`src/rtl/seq_alu_pkg.sv`:
```
// Shared op codes, FSM state encoding and op-class helpers for seq_alu.
package seq_alu_pkg;

    localparam logic [3:0] OP_ADD   = 4'b0000;
    localparam logic [3:0] OP_SUB   = 4'b0001;
    localparam logic [3:0] OP_AND   = 4'b0010;
    localparam logic [3:0] OP_OR    = 4'b0011;
    localparam logic [3:0] OP_SLT   = 4'b0101;
    localparam logic [3:0] OP_MUL   = 4'b1000;
    localparam logic [3:0] OP_MULHU = 4'b1001;
    localparam logic [3:0] OP_DIVU  = 4'b1100;
    localparam logic [3:0] OP_REMU  = 4'b1101;

    typedef enum logic [1:0] {
        ST_IDLE = 2'd0,
        ST_MUL  = 2'd1,
        ST_DIV  = 2'd2,
        ST_DONE = 2'd3
    } state_e;

    function automatic logic is_multicycle(input logic [3:0] op);
        return op inside {OP_MUL, OP_MULHU, OP_DIVU, OP_REMU};
    endfunction

    // Among the multi-cycle ops, bit 2 separates divide from multiply.
    function automatic logic is_div_op(input logic [3:0] op);
        return op[2];
    endfunction

endpackage

```
`src/rtl/seq_alu_muldiv_iter.sv`:
```
// Iterative unsigned multiply (shift-add) and restoring divide, one bit per cycle.
// The accumulator holds {hi, lo}: for multiply {partial product, multiplier},
// for divide {remainder, dividend/quotient}. res/done present the value of the
// final iteration combinationally so the caller can register it on that edge.
module muldiv_iter
    import seq_alu_pkg::*;
#(
    parameter int WIDTH = 32
) (
    input  logic             clk,
    input  logic             rst,
    input  logic             start,
    input  logic             is_div,
    input  logic             want_hi_or_rem,
    input  logic [WIDTH-1:0] a,
    input  logic [WIDTH-1:0] b,
    output logic             done,
    output logic [WIDTH-1:0] res
);

    localparam int CW = $clog2(WIDTH);
    localparam logic [CW-1:0] LAST = CW'(WIDTH - 1);

    logic [2*WIDTH-1:0] acc_q, acc_d, acc_step;
    logic [WIDTH-1:0]   opb_q, opb_d;
    logic [CW-1:0]      cnt_q, cnt_d;
    logic               busy_q, busy_d;
    logic               div_q, div_d;
    logic               hi_q, hi_d;
    logic [WIDTH:0]     mul_sum, trial, trial_diff;

    // One iteration of the active algorithm applied to the current accumulator.
    always_comb begin
        mul_sum    = {1'b0, acc_q[2*WIDTH-1:WIDTH]}
                   + (acc_q[0] ? {1'b0, opb_q} : '0);
        trial      = {acc_q[2*WIDTH-1:WIDTH], acc_q[WIDTH-1]};
        trial_diff = trial - {1'b0, opb_q};
        if (div_q) begin
            // Divisor 0 always "fits": quotient fills with ones, remainder ends as a.
            if (trial >= {1'b0, opb_q}) begin
                acc_step = {trial_diff[WIDTH-1:0], acc_q[WIDTH-2:0], 1'b1};
            end else begin
                acc_step = {trial[WIDTH-1:0], acc_q[WIDTH-2:0], 1'b0};
            end
        end else begin
            acc_step = {mul_sum, acc_q[WIDTH-1:1]};
        end
    end

    assign done = busy_q && (cnt_q == LAST);
    assign res  = hi_q ? acc_step[2*WIDTH-1:WIDTH] : acc_step[WIDTH-1:0];

    // Operand capture on start, then WIDTH iterations while busy.
    always_comb begin
        acc_d  = acc_q;
        opb_d  = opb_q;
        cnt_d  = cnt_q;
        busy_d = busy_q;
        div_d  = div_q;
        hi_d   = hi_q;
        if (start) begin
            acc_d  = {{WIDTH{1'b0}}, a};
            opb_d  = b;
            cnt_d  = '0;
            busy_d = 1'b1;
            div_d  = is_div;
            hi_d   = want_hi_or_rem;
        end else if (busy_q) begin
            acc_d = acc_step;
            cnt_d = cnt_q + CW'(1);
            if (cnt_q == LAST) begin
                busy_d = 1'b0;
                cnt_d  = '0;
            end
        end
    end

    // Datapath registers; reset aborts any iteration in flight.
    always_ff @(posedge clk or negedge rst) begin
        if (!rst) begin
            acc_q  <= '0;
            opb_q  <= '0;
            cnt_q  <= '0;
            busy_q <= 1'b0;
            div_q  <= 1'b0;
            hi_q   <= 1'b0;
        end else begin
            acc_q  <= acc_d;
            opb_q  <= opb_d;
            cnt_q  <= cnt_d;
            busy_q <= busy_d;
            div_q  <= div_d;
            hi_q   <= hi_d;
        end
    end

endmodule

```
`src/rtl/seq_alu.sv`:
```
// Handshaked execute-stage ALU: single-cycle fast ops plus iterative mul/div.
//
//   state   | meaning
//   --------+-----------------------------------------------------
//   IDLE    | in_ready=1, waiting for in_valid
//   MUL     | shift-add multiply iterating in muldiv_iter
//   DIV     | restoring divide iterating in muldiv_iter
//   DONE    | out_valid=1, result/flags held until out_ready
module seq_alu
    import seq_alu_pkg::*;
#(
    parameter int WIDTH = 32
) (
    input  logic             clk,
    input  logic             rst,
    input  logic             in_valid,
    output logic             in_ready,
    input  logic [WIDTH-1:0] a,
    input  logic [WIDTH-1:0] b,
    input  logic [3:0]       op,
    output logic             out_valid,
    input  logic             out_ready,
    output logic [WIDTH-1:0] result,
    output logic             z,
    output logic             n,
    output logic             v,
    output logic             c
);

    state_e           state_q, state_d;
    logic [WIDTH-1:0] result_q, result_d;
    logic             z_q, z_d, n_q, n_d, v_q, v_d, c_q, c_d;

    logic             md_start, md_done;
    logic [WIDTH-1:0] md_res;

    logic [WIDTH-1:0] b_eff, sum, fast_res;
    logic [WIDTH:0]   sum_full;
    logic             cout, ovf, fast_v, fast_c;

    assign md_start = in_valid && (state_q == ST_IDLE) && is_multicycle(op);

    muldiv_iter #(.WIDTH(WIDTH)) u_muldiv (
        .clk            (clk),
        .rst            (rst),
        .start          (md_start),
        .is_div         (is_div_op(op)),
        .want_hi_or_rem (op[0]),
        .a              (a),
        .b              (b),
        .done           (md_done),
        .res            (md_res)
    );

    // Fast-op datapath; SLT reuses the subtractor since op[0]=1 for SLT.
    always_comb begin
        b_eff    = op[0] ? ~b : b;
        sum_full = {1'b0, a} + {1'b0, b_eff} + {{WIDTH{1'b0}}, op[0]};
        sum      = sum_full[WIDTH-1:0];
        cout     = sum_full[WIDTH];
        ovf      = (a[WIDTH-1] == b_eff[WIDTH-1]) && (sum[WIDTH-1] != a[WIDTH-1]);
        fast_res = '0;
        fast_v   = 1'b0;
        fast_c   = 1'b0;
        case (op)
            OP_ADD, OP_SUB: begin
                fast_res = sum;
                fast_v   = ovf;
                fast_c   = cout;
            end
            OP_AND:  fast_res = a & b;
            OP_OR:   fast_res = a | b;
            OP_SLT:  fast_res = {{(WIDTH-1){1'b0}}, sum[WIDTH-1] ^ ovf};
            default: fast_res = '0;
        endcase
    end

    // Control FSM and result/flag capture.
    always_comb begin
        state_d  = state_q;
        result_d = result_q;
        z_d      = z_q;
        n_d      = n_q;
        v_d      = v_q;
        c_d      = c_q;
        case (state_q)
            ST_IDLE: begin
                if (in_valid) begin
                    if (is_multicycle(op)) begin
                        state_d = is_div_op(op) ? ST_DIV : ST_MUL;
                    end else begin
                        state_d  = ST_DONE;
                        result_d = fast_res;
                        z_d      = (fast_res == '0);
                        n_d      = fast_res[WIDTH-1];
                        v_d      = fast_v;
                        c_d      = fast_c;
                    end
                end
            end
            ST_MUL, ST_DIV: begin
                if (md_done) begin
                    state_d  = ST_DONE;
                    result_d = md_res;
                    z_d      = (md_res == '0);
                    n_d      = md_res[WIDTH-1];
                    v_d      = 1'b0;
                    c_d      = 1'b0;
                end
            end
            ST_DONE: begin
                if (out_ready) state_d = ST_IDLE;
            end
            default: state_d = ST_IDLE;
        endcase
    end

    // State and output registers.
    always_ff @(posedge clk or negedge rst) begin
        if (!rst) begin
            state_q  <= ST_IDLE;
            result_q <= '0;
            z_q      <= 1'b0;
            n_q      <= 1'b0;
            v_q      <= 1'b0;
            c_q      <= 1'b0;
        end else begin
            state_q  <= state_d;
            result_q <= result_d;
            z_q      <= z_d;
            n_q      <= n_d;
            v_q      <= v_d;
            c_q      <= c_d;
        end
    end

    assign in_ready  = (state_q == ST_IDLE);
    assign out_valid = (state_q == ST_DONE);
    assign result    = result_q;
    assign z         = z_q;
    assign n         = n_q;
    assign v         = v_q;
    assign c         = c_q;

endmodule
```
`config.mk`:
```
export PLATFORM = sky130hd
export DESIGN_NAME = seq_alu
export DESIGN_NICKNAME = d
export VERILOG_FILES = /design/src/rtl/seq_alu_pkg.sv /design/src/rtl/seq_alu_muldiv_iter.sv /design/src/rtl/seq_alu.sv
export SDC_FILE = /design/constraint.sdc
export NUM_CORES = 1
export LEC_CHECK = 0
export ABC_AREA = 1
export CAP_MARGIN = 20
export CORE_MARGIN = 5
export CORE_UTILIZATION = 50
export DETAILED_ROUTE_END_ITERATION = 10
export PLACE_DENSITY = 0.67
export SLEW_MARGIN = 20
export SYNTH_ARGS = -nofsm -noshare
export SYNTH_HDL_FRONTEND = slang
export SYNTH_SLANG_ARGS = --single-unit
```
`constraint.sdc`:
```
create_clock -name clk -period 3.6 [get_ports clk]
set_input_delay 0.36 -clock clk [delete_from_list [all_inputs] [get_ports clk]]
set_output_delay 0.36 -clock clk [all_outputs]
set_load 0.02 [all_outputs]
```
==> run_1/clock_map.png <==
Bar = 50 um.
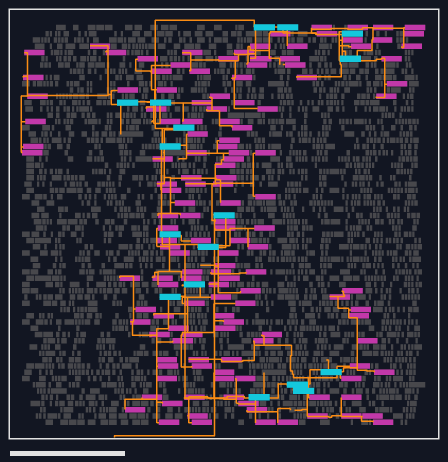
Key: magenta = flip-flops [count 141]; cyan = cells driving clock nets [count 17]; orange = clock wires [length 2,210 um]
There are 18 routed clock nets.
Power Clock: 0.00202 W
Clock power frac: 11.3%
final clock skew: 0.0130 ns
worst-skew pair later-pin latency: 0.44 ns

==> run_1/cell_classes.png <==
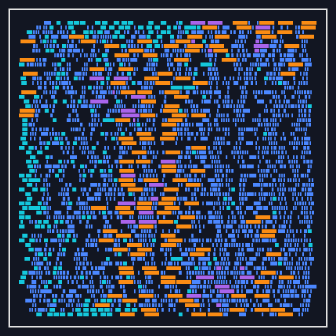
Key: purple = clock drivers and dummy loads [cells 32]; orange = flops [cells 141]; cyan = other buffers and delay cells [cells 249]; blue = all other logic [cells 2,387]

==> flow_summary.toml, run 1 <==
# implementation run metrics
[final_layout]
sh_seq_area_pct = 19.1
final-clk-cell-share_pct = 3.54
flops = 141
num-fill-cells = 3029
comb_cells = 1978

[die]
die_w_um = 186
taps = 396

[route]
wl_per_cell_um = 18.9
routed-wl-met2_um = 26700
drt_first_pass_iters = 6
drc = 0

[sta]
relSlewSlack_pct = 50.4
finalSetupViolCount = 0

[global_route]
grt_pass1_wl_um = 93000
overflow = 0
grt_max_degree = 102

[worst_setup_path]
startpoint_type = "register"

[clocking]
cts_repair_resize_count = 0
clock_sinks = 141

[logic_synthesis]
synth_area_sq_um = 15400
ys_sh_adder_pct = 9.06
yosysCellCount = 2607
async_flop_share_pct = 100

[status]
status = "finished clean"

[pwr]
p_seq_w = 0.00292
p_sw_w = 0.00966

[flow_run]
tool_warnings = 37
==> run_1/wire_density.png <==
37 x 37 tiles, from dark blue (low) to red (high), scaled to the fullest tile. Values are wire area over tile area, all layers added.
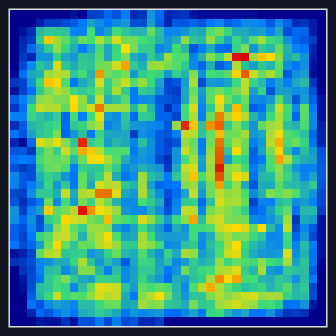
31% of the tiles are over half the peak. 5.3% of the tiles are nearly empty. The fullest tile reaches 0.74. The mean over all tiles is 0.29.

-- run 1: synth_stat cells, types with 5 or more instances --
cell       instances  area, sq um
a22oi_1           18          135
xnor2_1           18          158
o221ai_1          31          272
buf_4              5         37.5
clkbuf_1          61          229
buf_2              7         35.0
nor3_1            20          100
a21oi_1          122          611
a21o_1             7         52.6
ha_1             107         1340
nand4_1           32          200
nand3b_1          18          135
dfrtp_1          141         3530
or2_2             14         87.6
buf_1              5         18.8
nand2_1          849         3190
inv_1            396         1490
o2bb2ai_1         16          140
o21bai_1           8         60.1
o211ai_1          19          143
a22o_1             8         70.1
nor2_1           253          950
nor2_2             5         31.3
nand3_1          194          971
o21ai_0          186          931
inv_2             11         41.3
xor2_1            12          105
-- run 1: metrics by stage --
step	utilization [%]	cell area (sq um)	worst slack, ns
final	60.7	18500	0.230
after global routing	60.7	18500	-0.00160
after CTS	60.6	18500	0.189
after detailed placement	58.4	17800	-0.0172
after global placement	58.4	17800	0.0331
after floorplan	-	15400	0.272
-- run 1: layer usage --
| layer | up-vias | track usage, % |
|---|---|---|
| li1 | 8789 | - |
| met1 | 8377 | 48.7 |
| met2 | 812 | 54.4 |
| met3 | 115 | 4.57 |
| met4 | 0 | 13.7 |
| met5 | - | 0 |
-- run 1: worst max-delay path, delay by kind of cell (launching register included) --
kind,cells,cell delay [ns]
adder cells (fa/ha/maj),1,0.37
buffers and inverters,2,0.22
flip-flops,1,0.44
AND/OR/NAND/NOR,21,2.28
-- run 1: worst paths after layout --
path                       cells after the start           endpoint
setup / recovery                              24                  z
hold / removal                                 4      u_muldiv.hi_q
setup reg to reg                              24                  z
hold reg to reg                                2                  c
max in group asynchronous                      3  u_muldiv.acc_q[0]
min in group asynchronous                      2          result[4]
==> run 1 -> run 2 <==
--- a/config.mk
+++ b/config.mk
@@ -6,7 +6,6 @@
 export NUM_CORES = 1
 export LEC_CHECK = 0
 export ABC_AREA = 1
-export CAP_MARGIN = 20
 export CORE_MARGIN = 5
 export CORE_UTILIZATION = 50
 export DETAILED_ROUTE_END_ITERATION = 10
==> run_2/wire_density.png <==
37 x 37 tiles, from dark blue (low) to red (high), scaled to the fullest tile. Values are wire area over tile area, all layers added.
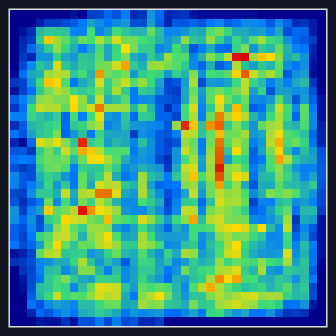
5.3% of the tiles are nearly empty. 31% of the tiles are over half the peak. The fullest tile reaches 0.74. The mean over all tiles is 0.29.

==> run_2/clock_map.png <==
Bar = 50 um.
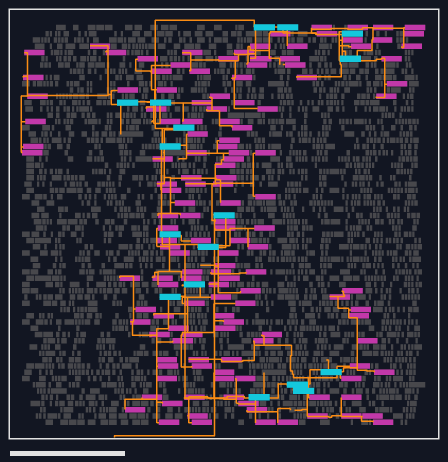
Key: magenta = flip-flops [count 141]; orange = clock wires [length 2,210 um]; cyan = cells driving clock nets [count 17]
There are 18 routed clock nets.

==> run_2/met4.png <==
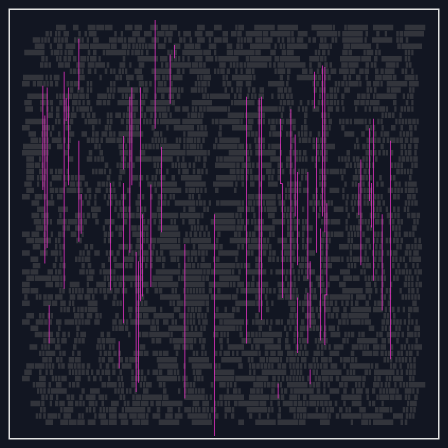
The layer carries 2,510 um of wire. The longest straight run is 107 um. 47 nets have wire on it. The wires run mostly vertical. The layer holds 4.2% of the routed length.

==> run 2 against run 1 <==
- clock skew stayed put
- sequential cell count stayed put
- setup slack stayed put
- critical path type unchanged
- synthesized area stayed put
- highest routed layer unchanged
- synthesized cell count stayed put
- clock power hardly changed
- critical path depth stayed put
- register-to-register slack hardly changed
- design area stayed put
==> flow_summary.toml, run 2 <==
# implementation run metrics
[logic_synthesis]
yosysMostFrequentCell = "nand2_1"
yosys-top-cells-area = "dfrtp_1 (23%), nand2_1 (21%), inv_1 (9.6%)"
synth_area_sq_um = 15400
top_cell_area_share_pct = 22.9
async_flop_share_pct = 100
yosysCellCount = 2607

[worst_setup_path]
cp_num_buf_inv = 2
path_depth = 24
r2r_cells = 24
startpoint_type = "register"

[placement]
place_area_sq_um = 17800

[sta]
finalSetupViolCount = 0
skew_ns = 0.0130
relSlewSlack_pct = 50.4

[clocking]
clock_sinks = 141
clk-insertion-delay-late_ns = 0.44

[flow_run]
tool_warnings = 37

[global_route]
grt_max_degree = 102
grt_pass1_wl_um = 93000

[route]
drc = 0
wl_per_cell_um = 18.9

[final_layout]
final_core_util_pct = 60.7
stdcell_area_sq_um = 18500

[hold_path]
hold_depth = 4

[status]
status = "finished clean"
==> run 2: cell counts in the layout (fill, tap and decap cells not counted) <==
No cell type changed its count.
==> run 2: per-layer routing <==
layer	share of wire (%)	track usage, %
met1	43	48.7
met2	44	54.4
met3	8.7	4.57
met4	4.1	13.7
met5	0	0
==> run 2: final cells by class <==
type,instances,area share [%]
multi-input cells,1978,54.3
flip-flops and latches,141,19.1
well taps,396,2.67
clock inverters,12,1.13
clock buffers,20,2.41
repair buffers,249,12.1
inverters,409,8.29
==> run 2: path summary, 6_finish.rpt <==
kind / endpoint / slack, ns
max: z / 0.23
min: u_muldiv.hi_q / 0.46
max reg2reg: z / 0.23
min reg2reg: c / 0.49
max in group asynchronous: u_muldiv.acc_q[0] / 2.34
min in group asynchronous: result[4] / 0.48
==> run 2: through the flow <==
step                      power [W]  setup WS (ns)  cells
final                        0.0179          0.230   3205
after global placement       0.0152         0.0331   3169
after floorplan              0.0113          0.272   2607
after global routing         0.0193       -0.00160   3205
after detailed placement     0.0154        -0.0172   3169
after CTS                    0.0176          0.189   3202
==> run 2: timing repair <==
| action | in CTS | in global routing |
|---|---|---|
| endpoints found under the setup margin | 0 | 1 |
| hold buffers | 1 | 0 |
| endpoints found under the hold margin | 64 | 0 |
| buffers inserted | 0 | 2 |
| resized | 0 | 7 |
==> run 2: cells by family after synthesis <==
kind of cell	after synthesis
flops	141
compound gates	432
buf+inv	489
xor+xnor	30
fa+ha+maj	110
simple gates	1405
==> run 2: worst reg2reg max path: cells and delay by family (launching register included) <==
kind	cells	cell delay, ns
DFF	1	0.44
adders and majority gates	1	0.37
and+or+nand+nor	21	2.29
buffers and inverters	2	0.22
==> run 2: power by group <==
group	internal, W	switching [W]
combinational	0.00461	0.00831
sequential	0.00233	0.000586
clock	0.00126	0.000766
total	0.00820	0.00966
==> run_2/final_clocks.png <==
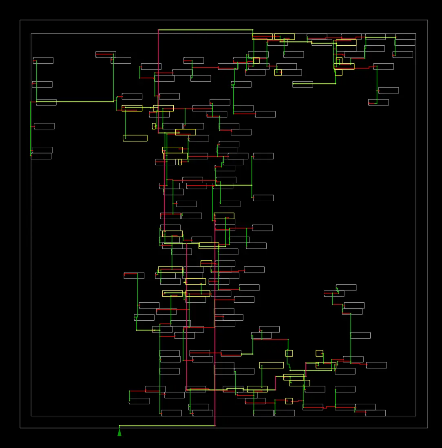

==> run 2 -> run 3 <==
--- a/config.mk
+++ b/config.mk
@@ -6,7 +6,6 @@
 export NUM_CORES = 1
 export LEC_CHECK = 0
 export ABC_AREA = 1
-export CORE_MARGIN = 5
 export CORE_UTILIZATION = 50
 export DETAILED_ROUTE_END_ITERATION = 10
 export PLACE_DENSITY = 0.67
==> run_3/final_clocks.png <==
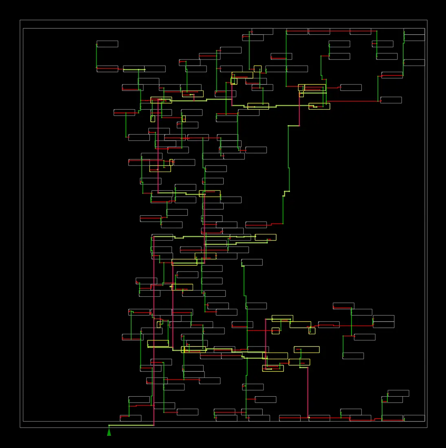
Num CTS Buffers: 17
final clock skew: 0.0199 ns
worst-skew pair later-pin latency: 0.45 ns
clock buf count: 21
CTS Sinks: 141

==> run_3/clock_map.png <==
Bar = 50 um.
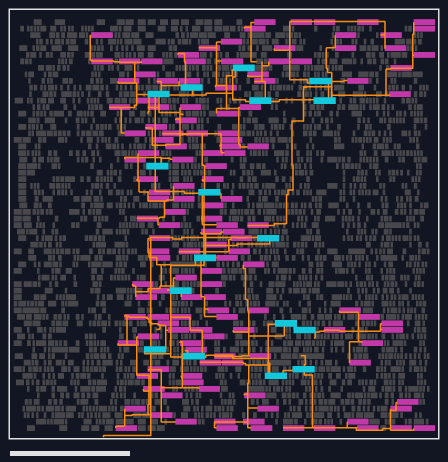
Key: cyan = cells driving clock nets [count 17]; magenta = flip-flops [count 141]; orange = clock wires [length 2,150 um]
There are 18 routed clock nets.

==> run_3/met4.png <==
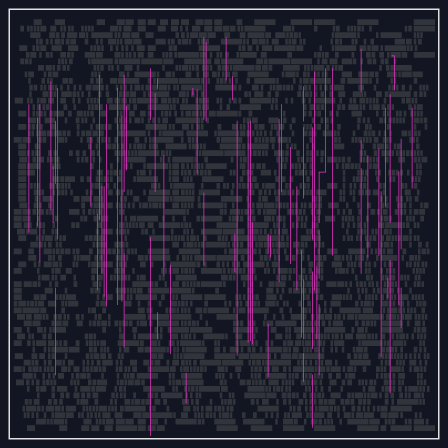
The wires run mostly vertical. The longest straight run is 97.2 um.

==> run 3 against run 2 <==
- die size shrank 8.4%
- first-iteration DRC count grew 6.4%
- setup slack lost 0.062 ns
- maximum frequency shrank 1.8%
- sequential power grew 2%
==> flow_summary.toml, run 3 <==
# implementation run metrics
[logic_synthesis]
yosysCellCount = 2607
top_cell_area_share_pct = 22.9
synth_area_sq_um = 15400
top_area_cell = "dfrtp_1"
yosysMostFrequentCell = "nand2_1"
ys_top_cells_by_count = "nand2_1 (849), inv_1 (396), nor2_1 (253)"
yosys_area_sq_um = 15400
yosys-top-cells-area = "dfrtp_1 (23%), nand2_1 (21%), inv_1 (9.6%)"
async_flop_share_pct = 100

[die]
num_rows = 63
die_w_um = 178
taps = 390

[final_layout]
comb_cells = 1977
stdcell_area_sq_um = 18400
nNonClkInverters = 409
area_dominant_class = "logic gates"
final_core_util_pct = 61.2
num-fill-cells = 2897
nonClkBufAreaFrac_pct = 11.8
sh_comb_area_pct = 54.8
final-clk-cell-share_pct = 3.16
buffers = 244
sh_seq_area_pct = 19.2

[worst_setup_path]
r2r_slack_ns = 0.17
r2r_end = "z"
cp_max_fo = 5
crit_end = "z"
startpoint_type = "register"
crit_path_start = "u_muldiv.acc_q[0]"
r2r_cells = 24

[status]
status = "finished clean"

[global_route]
grt_pass1_wl_um = 92200
grt_max_degree = 102
overflow = 0

[route]
drc = 0
wl_per_cell_um = 19.0
drt_first_pass_iters = 6

[placement]
place_area_sq_um = 17700
pre_cts_ws_ns = -0.0338

[sta]
finalSetupViolCount = 0
setup_slack_ns = 0.168

[flow_run]
tool_warnings = 37
## run 3: cell types whose count changed in the layout (fill, tap and decap cells not counted), moves of 2 or more
cell       previous run  this run
buf_4               131       128
buf_6                 1         3
o21ai_0             186       184
buf_12                8         5
nand2_1             846       844
bufinv_16             5         3
nand2_2               7         9
clkbuf_1              2         4
nand3_1             193       191
clkinv_2              0         2
nand2_4               2         0
clkinv_4              2         0
nand3_2               3         5
## run 3: power by group
group          total [W]  leakage (nW)  internal [W]  switching (W)
logic             0.0129          7.87       0.00460        0.00828
clock network    0.00182         0.274       0.00109       0.000731
registers        0.00299          1.77       0.00233       0.000657
total             0.0177          9.91       0.00802        0.00967
## run 3: per-stage QoR
step / power, W / hold slack, ns / instances
after global routing: 0.0191 / 0.0941 / 3192
after detailed placement: 0.0153 / 0.484 / 3155
after floorplan: 0.0113 / 0.0644 / 2607
final: 0.0177 / 0.0177 / 3192
after global placement: 0.0151 / 0.480 / 3155
after CTS: 0.0172 / 0.0501 / 3186
## run 3: what timing repair did
item | in CTS | in global routing
resized | 0 | 17
buffers inserted | 0 | 6
endpoints found under the setup margin | 0 | 1
## run 3: cell families (layout without fill, tap and decap cells)
family,Yosys count,in the layout,synth area share [%]
compound gates,432,432,16.5
buf+inv,489,684,12.2
flops,141,141,22.9
xor+xnor,30,30,1.70
fa+ha+maj,110,110,9.06
simple gates,1405,1405,37.7
## run 3: worst max-delay path: cells and delay by family (launching register included)
kind	cells	cell delay [ns]
adders and majority gates	2	0.62
buffers and inverters	3	0.23
DFF	1	0.42
and+or+nand+nor	19	2.11
## run 3: metal layers
layer	part of all wire [%]	GRT usage, %	vias up
li1	-	-	8768
met1	43	52.2	8315
met2	43	59.6	940
met3	9.2	5.93	163
met4	5.0	19.1	0
met5	0	0	-
No activity file was given, so power comes from the tool's default toggle rates.
